--- config.mk ---
export PLATFORM = sky130hd
export DESIGN_NAME = spi_flash_reader
export DESIGN_NICKNAME = d
export VERILOG_FILES = /design/src/rtl/spi_flash_reader.sv
export SDC_FILE = /design/constraint.sdc
export NUM_CORES = 1
export LEC_CHECK = 0
export CAP_MARGIN = 25
export CORE_MARGIN = 4
export CORE_UTILIZATION = 40
export CTS_CLUSTER_DIAMETER = 200
export DETAILED_ROUTE_END_ITERATION = 10
export GPL_ROUTABILITY_DRIVEN = 0
export SLEW_MARGIN = 20
export SYNTH_ARGS = -nofsm -noshare
export SYNTH_HDL_FRONTEND = slang
export SYNTH_SLANG_ARGS = --single-unit
--- constraint.sdc ---
create_clock -name raw_clk -period 3.2 [get_ports raw_clk]
set_input_delay 0.32 -clock raw_clk [delete_from_list [all_inputs] [get_ports raw_clk]]
set_output_delay 0.32 -clock raw_clk [all_outputs]
set_load 0.05 [all_outputs]
--- src/rtl/spi_flash_reader.sv ---
// SPI flash read sequencer: sends READ + 24-bit address through an external
// SPI byte engine, then streams the requested number of data bytes out.
module spi_flash_reader #(
  parameter logic [7:0] CMD_READ        = 8'h03,
  parameter int         CS_SETUP_CYCLES = 2,
  parameter int         CS_HOLD_CYCLES  = 2
) (
  input  logic        raw_clk,
  input  logic        reset,
  input  logic        req,
  input  logic [23:0] address,
  input  logic [7:0]  length,
  output logic        busy,
  output logic        byte_valid,
  output logic [7:0]  byte_data,
  output logic        done,
  output logic        cs_n,
  output logic        spi_start,
  output logic [7:0]  spi_data_tx,
  input  logic [7:0]  spi_data_rx,
  input  logic        spi_busy
);

  typedef enum logic [2:0] {
    IDLE,
    CS_SETUP,
    ISSUE,
    WAIT_HI,
    WAIT_LO,
    CS_HOLD,
    FINISH
  } state_t;

  localparam logic [3:0] SETUP_LAST = 4'(CS_SETUP_CYCLES - 1);
  localparam logic [3:0] HOLD_LAST  = 4'(CS_HOLD_CYCLES - 1);

  state_t      state_r, state_s;
  logic [8:0]  idx_r, idx_s;
  logic [8:0]  term_r, term_s;
  logic [3:0]  cnt_r, cnt_s;
  logic [23:0] addr_r, addr_s;
  logic        rx_take_s;

  logic        busy_r, byte_valid_r, done_r, cs_n_r, spi_start_r;
  logic [7:0]  byte_data_r, spi_data_tx_r;

  // Bytes 0-3 are the command and address; every later byte is a dummy clocking out data.
  function automatic logic [7:0] tx_byte(input logic [8:0] idx, input logic [23:0] addr);
    logic [7:0] b;
    case (idx)
      9'd0:    b = CMD_READ;
      9'd1:    b = addr[23:16];
      9'd2:    b = addr[15:8];
      9'd3:    b = addr[7:0];
      default: b = 8'h00;
    endcase
    return b;
  endfunction

  // Next-state, counter and capture logic.
  always_comb begin
    state_s   = state_r;
    idx_s     = idx_r;
    term_s    = term_r;
    cnt_s     = cnt_r;
    addr_s    = addr_r;
    rx_take_s = 1'b0;
    case (state_r)
      IDLE: begin
        if (req && !spi_busy) begin
          state_s = CS_SETUP;
          addr_s  = address;
          term_s  = 9'd4 + ((length == 8'd0) ? 9'd256 : {1'b0, length});
          idx_s   = 9'd0;
          cnt_s   = 4'd0;
        end else begin
          state_s = IDLE;
        end
      end
      CS_SETUP: begin
        if (cnt_r == SETUP_LAST) begin
          state_s = ISSUE;
          cnt_s   = 4'd0;
        end else begin
          cnt_s = cnt_r + 4'd1;
        end
      end
      ISSUE: begin
        state_s = WAIT_HI;
      end
      WAIT_HI: begin
        // The engine raises busy a cycle after start; waiting here keeps WAIT_LO from
        // mistaking the pre-start idle level for a finished byte.
        if (spi_busy) begin
          state_s = WAIT_LO;
        end else begin
          state_s = WAIT_HI;
        end
      end
      WAIT_LO: begin
        if (!spi_busy) begin
          idx_s     = idx_r + 9'd1;
          rx_take_s = (idx_r >= 9'd4);
          if (idx_s == term_r) begin
            state_s = CS_HOLD;
          end else begin
            state_s = ISSUE;
          end
        end else begin
          state_s = WAIT_LO;
        end
      end
      CS_HOLD: begin
        if (cnt_r == HOLD_LAST) begin
          state_s = FINISH;
          cnt_s   = 4'd0;
        end else begin
          cnt_s = cnt_r + 4'd1;
        end
      end
      FINISH: begin
        state_s = IDLE;
      end
      default: begin
        state_s = IDLE;
      end
    endcase
  end

  // State, counters and registered outputs.
  always_ff @(posedge raw_clk) begin
    if (reset) begin
      state_r       <= IDLE;
      idx_r         <= 9'd0;
      term_r        <= 9'd0;
      cnt_r         <= 4'd0;
      addr_r        <= 24'h000000;
      busy_r        <= 1'b0;
      byte_valid_r  <= 1'b0;
      byte_data_r   <= 8'h00;
      done_r        <= 1'b0;
      cs_n_r        <= 1'b1;
      spi_start_r   <= 1'b0;
      spi_data_tx_r <= 8'h00;
    end else begin
      state_r      <= state_s;
      idx_r        <= idx_s;
      term_r       <= term_s;
      cnt_r        <= cnt_s;
      addr_r       <= addr_s;
      busy_r       <= (state_s != IDLE);
      cs_n_r       <= (state_s == IDLE) || (state_s == FINISH);
      spi_start_r  <= (state_s == ISSUE);
      byte_valid_r <= rx_take_s;
      done_r       <= (state_r == FINISH);
      if (state_s == ISSUE) begin
        spi_data_tx_r <= tx_byte(idx_s, addr_s);
      end else begin
        spi_data_tx_r <= spi_data_tx_r;
      end
      if (rx_take_s) begin
        byte_data_r <= spi_data_rx;
      end else begin
        byte_data_r <= byte_data_r;
      end
    end
  end

  assign busy        = busy_r;
  assign byte_valid  = byte_valid_r;
  assign byte_data   = byte_data_r;
  assign done        = done_r;
  assign cs_n        = cs_n_r;
  assign spi_start   = spi_start_r;
  assign spi_data_tx = spi_data_tx_r;

endmodule

==> GITHUB_STEP_SUMMARY <==
## PnR job results

| Metric | Value |
|---|---|
| Run status | `completed` |
| Mean routed wirelength per cell | `14.0 um` |
| Clock Root Buffer | `clkbuf_8` |
| Clock buffer count from CTS | `9` |
| Met3 usage | `3.92%` |
| Setup TNS | `0 ps` |
| GR peak layer | `met2` |
| Slack of the worst reg-to-reg path | `470 ps` |
| Min-delay worst type | `flop to flop` |
| Post-route insts no fill | `605` |
| Post-DRT Antenna Nets | `0` |
| Tool warnings | `30` |
| Crit end category | `flop` |
| DR WL met3 | `457 um` |
| Clock Path Buffers | `2` |
| Initial antenna violation count | `0` |
| Most common logic cells in the final layout | `75 x nand2_1, 70 x dfxtp_1, 63 x clkdlybuf4s50_1` |
| Largest net degree at the start of global routing | `56` |
| Max capacitance violation total | `0` |
| CTS sink count | `70` |
| Cell Area, Placed | `4300 sq um` |
| Startpoint Class | `flop` |
| M1 GR Usage | `23.5%` |
| CTS tree | `done` |
| Final min period | `2730 ps` |
| Hold_sp | `addr_r[0]$_SDFF_PP0_` |
| FFs w/ async S/R, synth | `0%` |
| CP max-delay cell | `dfxtp_1` |
| Die Span X | `103 um` |
| Crit path cell chain | `ha_1 > xnor2_1 > xnor2_1 > nor3_1 > o2111ai_1 > o31ai_1 > buf_4 > mux2i_1` |
| Drt pass-1 iters | `4` |
| Worst setup margin | `467 ps` |
| Port bufs | `64` |
| Cell count after synthesis | `443` |
| H-tree levels | `3` |
| Metal2 WL | `3.62 mm` |
| Reg clk slew, reported paths | `70 ps` |
| Simple-Gate Fraction of Synth Area | `25.7%` |
| Worst path max stage delay | `680 ps` |
| Post-CTS Setup Bufs | `0` |
| Relative slew slack | `55.2%` |
| Fillcell total | `863` |
| Diodes inserted | `0` |
| MUX share of area | `7.54%` |
| Worst path arrival time | `3000 ps` |
| Worst reg2reg path startpoint | `idx_r[0]$_SDFF_PP0_` |
| Area fraction in xor and xnor cells | `4.40%` |
| Crit path DRT | `3470 ps` |
| Yosys adder share | `2.09%` |
| Worst-Margin Slew | `672 ps` |
| Post-CTS sizing | `0` |
| Chip Area, Yosys | `3580 sq um` |
| First-pass GRT wire length | `13.9 mm` |
| Post-synth regs | `70` |
| Largest logic family | `simple AND/OR/NAND/NOR gates` |
| Ao+oa area frac | `16.6%` |
| YS warnings | `0` |
| # hold bufs at CTS | `0` |
| Layout area overhead | `26.4%` |
| RSZ-0062 raised after global routing | `false` |
| Setup violators final | `0` |
| Yosys cell count | `443` |
| DRT iter0 DRCs | `179` |
| Worst VDD drop | `0.000211 V` |
| FP Util | `41.1%` |
| HPWL Detailed | `6.24 mm` |
| Clk latency late pin | `340 ps` |
| Syn avg cell area | `8.09 sq um` |
| PD cells | `439 nW/um^2` |
| Gr ovfl total | `0` |
| Most numerous logic cell after layout | `nand2_1` |
| Hold Violations, Final | `0` |
| # IOs | `65` |
| Final Core Density | `52.0%` |
| Core Box Area | `8720 sq um` |
| Nets | `543` |
| M2 GR Usage | `24.0%` |
| Final Skew | `5.99 ps` |
| Post-synthesis cell area | `3580 sq um` |
| Post-synth EDFFs | `0` |
| Dpl ws | `451 ps` |
| CP dominant cell by count | `xnor2_1` |
| Synth Seq Share | `39.1%` |
| Final Max Slew Viols | `0` |
| Top sig layer | `met4` |
per-stage QoR:
| step | hold slack (ps) | total power, mW |
|---|---|---|
| 6_report | 460 | 1.99 |
| 5_1_grt | 485 | 2.07 |
| 3_5_place_dp | 452 | 1.16 |
| 4_1_cts | 460 | 2.01 |
| 2_1_floorplan | 416 | 1.07 |
| 3_3_place_gp | 448 | 1.16 |
cells by family after synthesis:
group,after synthesis
DFF,70
buffers and inverters,42
AOI/OAI and AO/OA,90
xor gates and xnor gates,18
muxes,27
and+or+nand+nor,190
adders and majority gates,6
final timing paths:
kind	end	cells past startpoint
max	spi_data_tx[6]$_SDFFE_PP0N_	8
min reg2reg	addr_r[0]$_SDFF_PP0_	2
min	addr_r[0]$_SDFF_PP0_	2
max reg2reg	spi_data_tx[6]$_SDFFE_PP0N_	8
cell type report:
cell class	instances	area, sq um	area share [%]
sequential	70	1400	30.9
inverter	7	26.3	0.580
timing repair buffer	74	711	15.7
tap	108	135	2.98
clock inverter	6	111	2.46
multi-input combinational	331	2020	44.6
clock buffer	9	124	2.73
state kept, by name, indices dropped and copies added, names as in the netlist, 3 cells and up:
signal / count
addr_r: 24
idx_r: 9
term_r: 9
byte_data: 8
spi_data_tx: 8
cnt_r: 4
state_r: 3
Yosys cell counts, types with 2 or more instances:
| cell type | number | area share, % |
|---|---|---|
| nand2_1 | 75 | 7.9 |
| dfxtp_1 | 70 | 39 |
| a21oi_1 | 38 | 5.3 |
| nor2_1 | 38 | 4.0 |
| clkbuf_1 | 28 | 2.9 |
| mux2i_1 | 27 | 7.5 |
| nand3_1 | 16 | 2.2 |
| xnor2_1 | 14 | 3.4 |
| a211oi_1 | 12 | 2.5 |
| nor3_1 | 10 | 1.4 |
| or2_2 | 8 | 1.4 |
| inv_1 | 7 | 0.73 |
| nand2b_1 | 7 | 1.2 |
| o2111ai_1 | 7 | 1.7 |
| ha_1 | 6 | 2.1 |
| nor4_1 | 6 | 1.0 |
| o21ai_0 | 6 | 0.84 |
| o311ai_0 | 6 | 1.5 |
| and3_1 | 5 | 0.87 |
| buf_2 | 5 | 0.70 |
| nor2b_1 | 5 | 0.87 |
| a31oi_1 | 4 | 0.70 |
| nor3b_1 | 4 | 0.84 |
| xor2_1 | 4 | 0.98 |
| a22oi_1 | 3 | 0.63 |
| and2_1 | 3 | 0.52 |
| buf_1 | 2 | 0.21 |
| nand3b_1 | 2 | 0.42 |
| o311a_1 | 2 | 0.56 |
| o31a_1 | 2 | 0.49 |
| or3_1 | 2 | 0.35 |
| or4b_2 | 2 | 0.56 |
critical path: cells and delay by family (launching register included):
| family | cells | cell delay, ps |
|---|---|---|
| DFF | 1 | 680 |
| AOI/OAI and AO/OA | 2 | 560 |
| adders and majority gates | 1 | 450 |
| xor gates and xnor gates | 2 | 270 |
| buffers and inverters | 1 | 260 |
| and+or+nand+nor | 1 | 230 |
| muxes | 1 | 200 |
power by group:
part           total (mW)  internal, mW  leakage (nW)  switching [mW]
registers           0.927         0.900         0.568          0.0270
clock network       0.844         0.513         0.115           0.331
logic               0.215         0.106         0.947           0.109
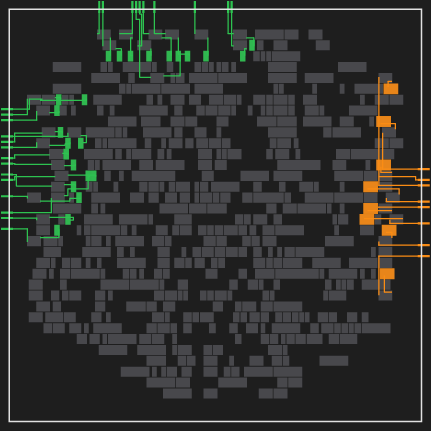
Figure 1: nets reached from selected ports.
Scale: 4 px per um.
Orange marks spi_data_rx, direction input, end cells 8, buffers 8, wire 169 um. Green marks address, direction input, end cells 24, buffers 24, wire 354 um.

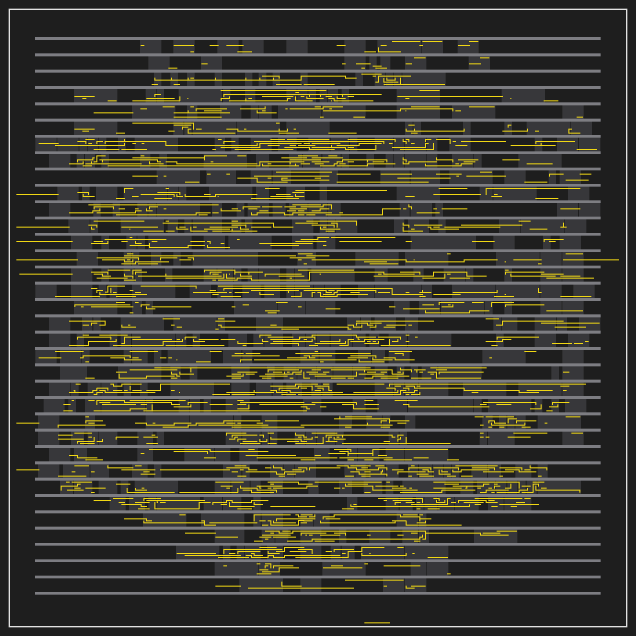
Figure 2: signal wires on met1.
Scale: 6 px per um. Supply wires on this layer in grey. Cells faint in the background.
The longest straight run is 35.9 um. The wires run mostly horizontal. 493 nets have wire on it. The layer carries 4230 um of wire.
Routed WL: 8.45 mm
vias: 3223

No activity file was given, so power comes from the tool's default toggle rates.
